===== src/rtl/wca_dduc_pkg.sv =====
// Shared definitions for the DDUC/DUC sequencers: FSM state encoding,
// cfg register bit map and the default interpolation-rate width.
package wca_dduc_pkg;

    localparam int RATE_W_DEF  = 13;

    localparam int CFG_ACLR    = 1;
    localparam int CFG_BYP_CIC = 3;
    localparam int CFG_BYP_HBF = 5;

    typedef enum logic [1:0] {
        IDLE  = 2'd0,
        PRIME = 2'd1,
        RUN   = 2'd2
    } seq_state_e;

endpackage


===== src/rtl/wca_log2_enc.sv =====
// Combinational floor(log2) priority encoder; a zero input encodes as 0.
// Shared by the up- and down-converter sequencers.
module wca_log2_enc
    import wca_dduc_pkg::*;
#(
    parameter int IN_W = RATE_W_DEF
) (
    input  logic [IN_W-1:0] value,
    output logic [3:0]      log2
);

    always_comb begin
        log2 = '0;
        for (int i = 0; i < IN_W; i++) begin
            if (value[i]) begin
                log2 = 4'(i);
            end
        end
    end

endmodule


===== src/rtl/wca_duc_sequencer.sv =====
// DUC timing controller: CIC/baseband strobes, CORDIC phase, priming FSM, underrun.
// Optional saturating underrun counter output enabled by WCA_DUC_UNDERRUN_CNT_EN.
module wca_duc_sequencer
    import wca_dduc_pkg::*;
#(
    parameter int PRIME_CYCLES = 16,
    parameter int RATE_W       = RATE_W_DEF
) (
    input  logic              clock,
    input  logic              reset,
    input  logic              enable,
    input  logic [7:0]        cfg,
    input  logic [RATE_W-1:0] rate_interp,
    input  logic              rate_interp_we,
    input  logic [31:0]       phase_inc,
    input  logic              phase_inc_we,
    input  logic              strobe_if,
    input  logic              bb_valid,
    output logic              strobe_cic,
    output logic              strobe_bb,
    output logic [31:0]       phase_cordic,
    output logic [3:0]        log2_rate,
    output logic              running,
`ifdef WCA_DUC_UNDERRUN_CNT_EN
    output logic              underrun,
    output logic [15:0]       underrun_cnt
`else
    output logic              underrun
`endif
);

    localparam int                 PRIME_W    = (PRIME_CYCLES > 1) ? $clog2(PRIME_CYCLES) : 1;
    localparam logic [PRIME_W-1:0] PRIME_LAST = PRIME_W'(PRIME_CYCLES - 1);
    localparam logic [RATE_W-1:0]  RATE_ONE   = RATE_W'(1);

    seq_state_e         state_q, state_d;
    logic [RATE_W-1:0]  pending_rate_q, pending_rate_d;
    logic [RATE_W-1:0]  active_rate_q, active_rate_d;
    logic [RATE_W-1:0]  cic_cnt_q, cic_cnt_d;
    logic [31:0]        pending_inc_q, pending_inc_d;
    logic [31:0]        active_inc_q, active_inc_d;
    logic [31:0]        phase_q, phase_d;
    logic [PRIME_W-1:0] prime_cnt_q, prime_cnt_d;
    logic [3:0]         log2_rate_q, log2_rate_d;
    logic               hb_ph_q, hb_ph_d;
    logic               strobe_cic_q, strobe_cic_d;
    logic               strobe_bb_q, strobe_bb_d;
    logic               underrun_q, underrun_d;

    logic              aclr, byp_cic, byp_hbf;
    logic              go, rate_upd, fire, underrun_evt;
    logic [RATE_W-1:0] eff_rate, eff_rate_next;
    logic              unused_cfg;

    assign aclr       = cfg[CFG_ACLR];
    assign byp_cic    = cfg[CFG_BYP_CIC];
    assign byp_hbf    = cfg[CFG_BYP_HBF];
    assign unused_cfg = ^{cfg[7:6], cfg[4], cfg[2], cfg[0]};

    // Gated with enable/aclr so strobes stop on the very clock the abort is seen.
    assign go       = (state_q != IDLE) && enable && !aclr;
    assign rate_upd = go && strobe_if && (cic_cnt_q == '0);
    assign fire     = go && strobe_if && ((cic_cnt_q == '0) || (eff_rate == RATE_ONE));

    assign active_rate_d = (!go || rate_upd) ? pending_rate_q : active_rate_q;
    assign eff_rate      = byp_cic ? RATE_ONE : active_rate_q;
    assign eff_rate_next = byp_cic ? RATE_ONE : active_rate_d;

    assign underrun_evt = (state_q == RUN) && strobe_bb_q && !bb_valid;

    wca_log2_enc #(.IN_W(RATE_W)) u_log2_enc (
        .value (eff_rate_next),
        .log2  (log2_rate_d)
    );

    // NOTE: sequential state is updated with non-blocking assignments only.
    always_ff @(posedge clock) begin
        if (reset) begin
            state_q <= IDLE;
        end else begin
            state_q <= state_d;
        end
    end

    always_comb begin
        state_d = state_q;
        if (!enable || aclr) begin
            state_d = IDLE;
        end else begin
            unique case (state_q)
                IDLE:    state_d = PRIME;
                PRIME:   if (strobe_if && (prime_cnt_q == PRIME_LAST)) state_d = RUN;
                RUN:     state_d = RUN;
                default: state_d = IDLE;
            endcase
        end
    end

    always_comb begin
        running = (state_q == RUN);
    end

    // NOTE: every signal gets a default first so no latch is inferred.
    always_comb begin
        pending_rate_d = pending_rate_q;
        if (rate_interp_we) begin
            pending_rate_d = (rate_interp < RATE_W'(2)) ? RATE_ONE : rate_interp;
        end
        pending_inc_d = phase_inc_we ? phase_inc : pending_inc_q;

        active_inc_d = active_inc_q;
        cic_cnt_d    = cic_cnt_q;
        prime_cnt_d  = prime_cnt_q;
        phase_d      = phase_q;
        hb_ph_d      = hb_ph_q;
        strobe_cic_d = 1'b0;
        strobe_bb_d  = 1'b0;

        if (!go) begin
            // Restart point: the first IF slot after priming begins feeds the CIC.
            active_inc_d = pending_inc_q;
            cic_cnt_d    = '0;
            prime_cnt_d  = '0;
            phase_d      = '0;
            hb_ph_d      = 1'b1;
        end else if (strobe_if) begin
            if (fire) begin
                cic_cnt_d    = eff_rate_next - RATE_ONE;
                strobe_cic_d = 1'b1;
                strobe_bb_d  = byp_hbf | hb_ph_q;
                hb_ph_d      = ~hb_ph_q;
            end else begin
                cic_cnt_d = cic_cnt_q - RATE_ONE;
            end
            phase_d      = phase_q + active_inc_q;
            active_inc_d = pending_inc_q;
            if (state_q == PRIME) begin
                prime_cnt_d = prime_cnt_q + 1'b1;
            end
        end

        underrun_d = aclr ? 1'b0 : (underrun_q | underrun_evt);
    end

    always_ff @(posedge clock) begin
        if (reset) begin
            pending_rate_q <= RATE_ONE;
            active_rate_q  <= RATE_ONE;
            cic_cnt_q      <= '0;
            pending_inc_q  <= '0;
            active_inc_q   <= '0;
            phase_q        <= '0;
            prime_cnt_q    <= '0;
            log2_rate_q    <= '0;
            hb_ph_q        <= 1'b1;
            strobe_cic_q   <= 1'b0;
            strobe_bb_q    <= 1'b0;
            underrun_q     <= 1'b0;
        end else begin
            pending_rate_q <= pending_rate_d;
            active_rate_q  <= active_rate_d;
            cic_cnt_q      <= cic_cnt_d;
            pending_inc_q  <= pending_inc_d;
            active_inc_q   <= active_inc_d;
            phase_q        <= phase_d;
            prime_cnt_q    <= prime_cnt_d;
            log2_rate_q    <= log2_rate_d;
            hb_ph_q        <= hb_ph_d;
            strobe_cic_q   <= strobe_cic_d;
            strobe_bb_q    <= strobe_bb_d;
            underrun_q     <= underrun_d;
        end
    end

`ifdef WCA_DUC_UNDERRUN_CNT_EN
    logic [15:0] urun_cnt_q, urun_cnt_d;

    always_comb begin
        urun_cnt_d = urun_cnt_q;
        if (aclr) begin
            urun_cnt_d = '0;
        end else if (underrun_evt && (urun_cnt_q != 16'hFFFF)) begin
            urun_cnt_d = urun_cnt_q + 16'd1;
        end
    end

    always_ff @(posedge clock) begin
        if (reset) begin
            urun_cnt_q <= '0;
        end else begin
            urun_cnt_q <= urun_cnt_d;
        end
    end

    assign underrun_cnt = urun_cnt_q;
`endif

    assign strobe_cic   = strobe_cic_q;
    assign strobe_bb    = strobe_bb_q;
    assign phase_cordic = phase_q;
    assign log2_rate    = log2_rate_q;
    assign underrun     = underrun_q;

endmodule


===== config.mk =====
export PLATFORM = sky130hd
export DESIGN_NAME = wca_duc_sequencer
export DESIGN_NICKNAME = d
export VERILOG_FILES = /design/src/rtl/wca_dduc_pkg.sv /design/src/rtl/wca_log2_enc.sv /design/src/rtl/wca_duc_sequencer.sv
export SDC_FILE = /design/constraint.sdc
export NUM_CORES = 1
export LEC_CHECK = 0
export ABC_AREA = 1
export CORE_ASPECT_RATIO = 0.7
export CORE_MARGIN = 2
export CORE_UTILIZATION = 30
export DETAILED_ROUTE_END_ITERATION = 10
export GPL_ROUTABILITY_DRIVEN = 0
export RECOVER_POWER = 100
export SYNTH_ARGS = -nofsm -noshare
export SYNTH_HDL_FRONTEND = slang
export SYNTH_SLANG_ARGS = --single-unit

===== constraint.sdc =====
create_clock -name clock -period 2.52 [get_ports clock]
set_input_delay 0.378 -clock clock [delete_from_list [all_inputs] [get_ports clock]]
set_output_delay 0.378 -clock clock [all_outputs]
set_load 0.02 [all_outputs]

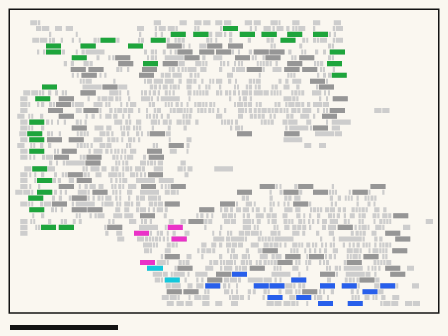
**Above:** run 1 (register map, names as in the netlist).
Bar = 50 µm.
pending_inc_q -> green  # sequential cells 32
prime_cnt_q -> magenta  # sequential cells 4
state_q -> cyan  # sequential cells 2
pending_rate_q -> blue  # sequential cells 13
not colored = 98

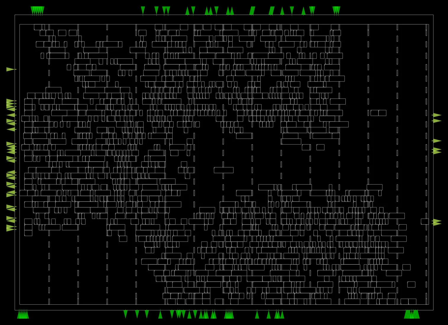
**Above:** run 1 (placed standard cells).
Layout Utilization: 39.73%
tap cells: 357
Seq area share: 28.96%
Finished Layout Cells: 1674

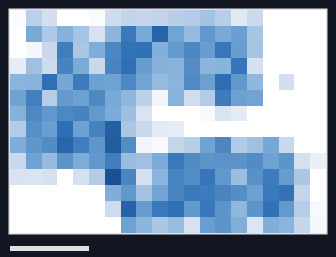
**Above:** run 1 (local utilization).
Bar = 50 µm. The die is cut into 20 by 14 equal tiles; white is low, dark blue is high, 0 to 100% covered.
fullest tile = 87%
mean over tiles = 35%
emptiest ninth of the die = lower left
nearly empty tiles = 24%
tiles over 75% full = 2.9%
FP Core Util: 30.81%
total core area: 25930 µm²

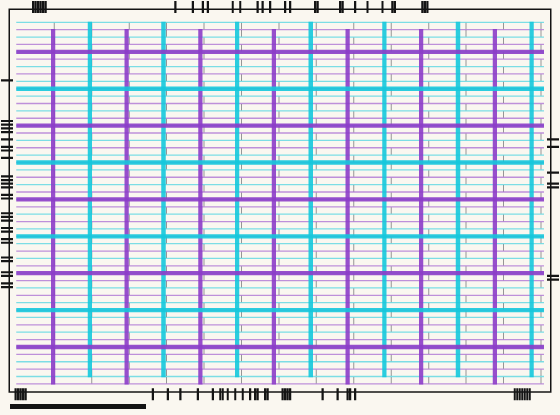
**Above:** run 1 (floorplan with the power grid).
Bar = 50 µm. Pins as bars on the die edge. Tap cells in gray.
VSS -> purple
VDD -> cyan
met1 rails = 50
signal pins = 100
peak supply drop: 0.4587 mV
Die Span Y: 140.5 µm

==> metrics.cfg, run 1 <==
[outcome]
status=finished clean

[place]
dp.final_hpwl_um=16100
io_buffers=94

[min_path]
holdPathStages=3
hold_path_class=input port to register

[setup_path]
crit_family=AND-OR/OR-AND gates
worstSetupEndpoint=phase_cordic[25]$_SDFFE_PP0P_
path_max_fanout=2
slowest_delay_ns=0.31
critPathRequiredTime_ns=2.85
crit_type=register to register
worst_setup_path_end_kind=register
crit_chain=buf_4 > ha_1 > nand3_1 > nand2_2 > a21oi_2 > buf_4 > o21ai_1 > a21oi_2 > inv_2 > a21o_1 > nand2_1 > nand2_1 > nand2_1 > nand3_1 > nand2_1 > inv_1
critPathBufInv=4
r2r_slack_ns=0.18
reg2regPathDepth=16
critical_path_depth=16
cp.arrival_ns=2.67
rr_endpoint=phase_cordic[25]$_SDFFE_PP0P_

[sta]
tightest_slew_ns=0.9697
hold_viol=0
period_used_pct=92.87
whs_ns=0.4317
fin_ws_ns=0.1796
setup_viol=0
fin_crit_ns=2.340
slew_headroom_pct=35.35
fmax_mhz=427.3

[power_and_ir_drop]
power_w=0.005583
power.density_nw_per_um2=541.8
pwr-share-seq_pct=44.8
p_leak_nw=5.182
comb_cell_power_w=0.000569
power_frac_comb_pct=10.2

[global_route]
grt_pass1_vias=6962
grt_overflow=0
grt_start_max_net_pins=65
grt_pass1_wl_um=34940
grt_use_total_pct=15.70
antenna_found_initial=0

[layout]
seq_area_um2=2984
nets=1402
signal_buffers=163
layout_top_cell=nor2_1
syn_to_final_growth_pct=28.95
clockBufferCount=17
inv_count=140
final_area_um2=10300
drive_above_1_share_pct=12.07
comb_cells=833
bufAreaShareNonClock_pct=14.13

[route]
ant_nets=0
wl_per_cell_um=12.78
wl_um=21390
drt_iter0_drc=500
route.detailed.drc=0
via_per_inst=4.576

[logic_synthesis]
postSynthSeqShare_pct=37.33
aoi_share_pct=16.66
synthAdderAreaFrac_pct=6.044
synthArstFlopShare_pct=0
yosys.area_share.xor_xnor_pct=2.521
synth_area_um2=7990
area_leaders=dfxtp_1, nor2_1, o21ai_0
largest_area_cell=dfxtp_1
yosys_warnings=0
edf_count=0
fp_nets=1263
ys_types=51
ys_sh_simple_pct=28.26
top_area_share_pct=37.33
syn_avg_cell_area_um2=6.859

[clock_tree]
insertion_delay_ns=0.43
cts_made_buffers=17
hold_buffers=0
cts.sinks=149
htree_levels=4
cts_resized=1

[job]
warnings=34

[floorplanning]
pin_count=100
std_cell_rows=49
design.die.area_um2=27980

==> run 1: metal layers <==
layer	share of wire [%]	track usage [%]
met1	54	23.09
met2	41	22.79
met3	4.9	3.949
met4	0.82	3.574
met5	0	0
==> run 1: through the flow <==
stage / instances / setup TNS [ns]
5_1_grt: 1674 / -0.01427
3_5_place_dp: 1638 / -0.1540
2_1_floorplan: 1165 / 0
6_report: 1674 / 0
3_3_place_gp: 1638 / -0.08869
4_1_cts: 1670 / 0
==> run 1: flip-flops by register name, indices dropped and copies added, names as in the netlist <==
name and cells:
phase_cordic 32, pending_rate_q 13, state_q 2, cic_cnt_q 13, pending_inc_q 32, log2_rate 4, underrun 1, active_inc_q 32
prime_cnt_q 4, hb_ph_q 1, strobe_bb 1, active_rate_q 13, strobe_cic 1
--- run 2 (diff from run 1) ---
- CORE_ASPECT_RATIO: 0.7 -> 0.8
- clock period: 2.52 -> 2.2 ns (I/O delays scaled with it)
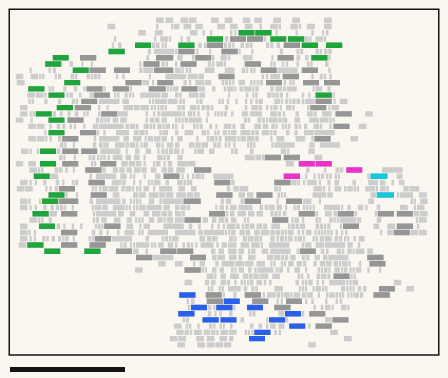
**Above:** run 2 (register map, names as in the netlist).
Bar = 50 µm.
state_q -> cyan  # sequential cells 2
pending_rate_q -> blue  # sequential cells 13, where bottom center
prime_cnt_q -> magenta  # sequential cells 4
pending_inc_q -> green  # sequential cells 32
Layout Utilization: 42.91%
Seq area share: 26.61%
Register Area: 2998 µm²
sequential power: 0.00287 W

==> metrics.cfg, run 2 <==
[global_route]
grt_pass1_vias=7216  ; +3.6%
grt_start_max_net_pins=62  ; -4.6%
antenna_found_initial=0  ; unchanged
grt_use_total_pct=15.79  ; +0.081 points
grt_overflow=0  ; unchanged
grt_pass1_wl_um=35740  ; +2.3%

[power_and_ir_drop]
power.density_nw_per_um2=591.6  ; +9.2%
power_frac_comb_pct=11.1  ; +0.9 points
pwr-share-seq_pct=43.1  ; -1.7 points
power_w=0.006666  ; +19%
p_leak_nw=5.427  ; +4.7%

[sta]
tightest_slew_ns=1.073  ; +0.1033 ns
fin_ws_ns=-0.04602  ; -0.2256 ns
setup_viol=5  ; +5
period_used_pct=102.1  ; +9.2 points
slew_headroom_pct=28.47  ; -6.9 points
fin_crit_ns=2.246  ; -0.09436 ns
fmax_mhz=445.2  ; +4.2%
whs_ns=0.2663  ; -0.1654 ns
hold_viol=0  ; unchanged
tns_ns=-0.1001  ; -0.1001 ns

[logic_synthesis]
synth_area_um2=7990  ; unchanged
synthAdderAreaFrac_pct=6.044  ; unchanged
area_leaders=dfxtp_1, nor2_1, o21ai_0
syn_avg_cell_area_um2=6.859  ; unchanged
yosys.area_share.xor_xnor_pct=2.521  ; unchanged
largest_area_cell=dfxtp_1
synthArstFlopShare_pct=0  ; unchanged
yosys_warnings=0  ; unchanged
postSynthSeqShare_pct=37.33  ; unchanged
edf_count=0  ; unchanged
fp_nets=1263  ; unchanged
aoi_share_pct=16.66  ; unchanged
top_area_share_pct=37.33  ; unchanged
ys_sh_simple_pct=28.26  ; unchanged
ys_types=51  ; unchanged

[setup_path]
critPathBufInv=2  ; -2
crit_type=register to register
r2r_slack_ns=-0.05  ; -0.23 ns
path_max_fanout=3  ; +1
slowest_delay_ns=0.36  ; +0.05 ns
reg2regPathDepth=13  ; -3
cp_common_cell=o21ai_2
cp.arrival_ns=2.62  ; -0.05 ns
worst_setup_path_end_kind=register
worstSetupEndpoint=phase_cordic[18]$_SDFFE_PP0P_
crit_chain=ha_4 > inv_2 > fa_2 > nand3b_1 > nand2_2 > a21oi_4 > o21ai_2 > a21boi_2 > o21ai_2 > a21oi_1 > o21ai_1 > o211ai_1 > inv_1
rr_endpoint=phase_cordic[18]$_SDFFE_PP0P_
critPathRequiredTime_ns=2.57  ; -0.28 ns
critical_path_depth=13  ; -3
crit_family=AND-OR/OR-AND gates

[min_path]
holdPathStages=4  ; +1
hold_path_class=input port to register

[place]
placed_area_um2=10050
io_buffers=94  ; unchanged
dp.final_hpwl_um=16260  ; +1.0%
dpl.cell_count=1677  ; +2.4%

[layout]
layout.cells.non_filler=1732  ; +3.5%
comb_cells=834  ; +0.12%
syn_to_final_growth_pct=41.01
final_area_um2=11270  ; +9.4%
inv_count=140  ; unchanged
bufAreaShareNonClock_pct=17.21  ; +3.1 points
drive_above_1_share_pct=21.53  ; +9.5 points
clockBufferCount=17  ; unchanged
dominant_cells=combinational gates
layout_top_cell=nor2_1
fill_cells=2690
signal_buffers=220  ; +35%
nets=1460  ; +4.1%

[job]
maxCapViolCount=0
warnings=36  ; +5.9%

[route]
route.detailed.drc=0  ; unchanged
wl_per_cell_um=13.11  ; +2.6%
via_per_inst=4.531  ; -0.99%
drt_iter0_drc=451  ; -9.8%
wl_um=22710  ; +6.1%
ant_nets=0  ; unchanged

[outcome]
status=finished with violations
violations=negative setup slack

[floorplanning]
design.die.area_um2=27960  ; about the same
fp-utilization_pct=30.43  ; -0.38 points
nWellTaps=357  ; unchanged
pin_count=100  ; unchanged
std_cell_rows=53  ; +8.2%

[clock_tree]
htree_levels=4  ; unchanged
insertion_delay_ns=0.43  ; about the same
cts.sinks=149  ; unchanged
cts.clk_slew.worst_paths_ns=0.06
cts_made_buffers=17  ; unchanged

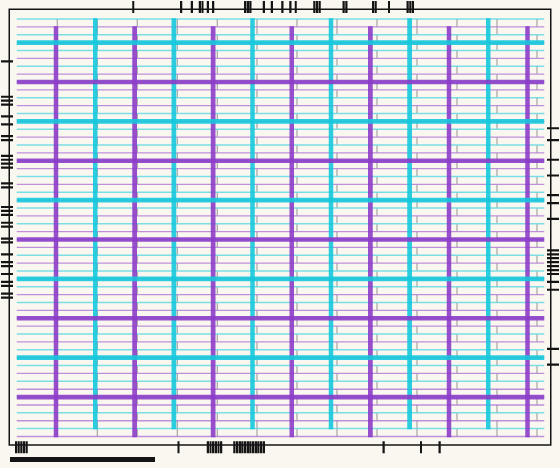
**Above:** run 2 (floorplan with the power grid).
Bar = 50 µm. Pins as bars on the die edge. Tap cells in gray.
VDD -> cyan
VSS -> purple
met1 rails = 54
rows = 53
signal pins = 100
peak supply drop: 0.5245 mV
Die Span Y: 150.0 µm
total core area: 26260 µm²
Die Span X: 186.5 µm

==> run 2: metal layers <==
metal / share of wire [%] / up-vias / GRT usage, %
li1: - / 4136 / -
met5: 0 / - / 0
met3: 3.8 / 13 / 2.838
met4: 0.78 / 0 / 3.571
met1: 52 / 3535 / 22.64
met2: 43 / 163 / 24.59
==> run 2: power groups by stage <==
stage,Clock [W],Sequential [W],Combinational [W]
floorplan,0,0.00292,0.000393
global placement,0,0.00293,0.000684
detailed placement,0,0.00293,0.000692
CTS,0.00312,0.00287,0.000702
global route,0.00324,0.00288,0.000823
finish,0.00306,0.00287,0.000740
==> run 2: what timing repair did <==
item,in CTS,in global routing
setup buffers,3,20
pin swaps,8,42
resized,24,95
hold buffers,0,0
gates cloned,0,1
setup endpoints to repair,25,32
Power and IR drop assume default switching activity.
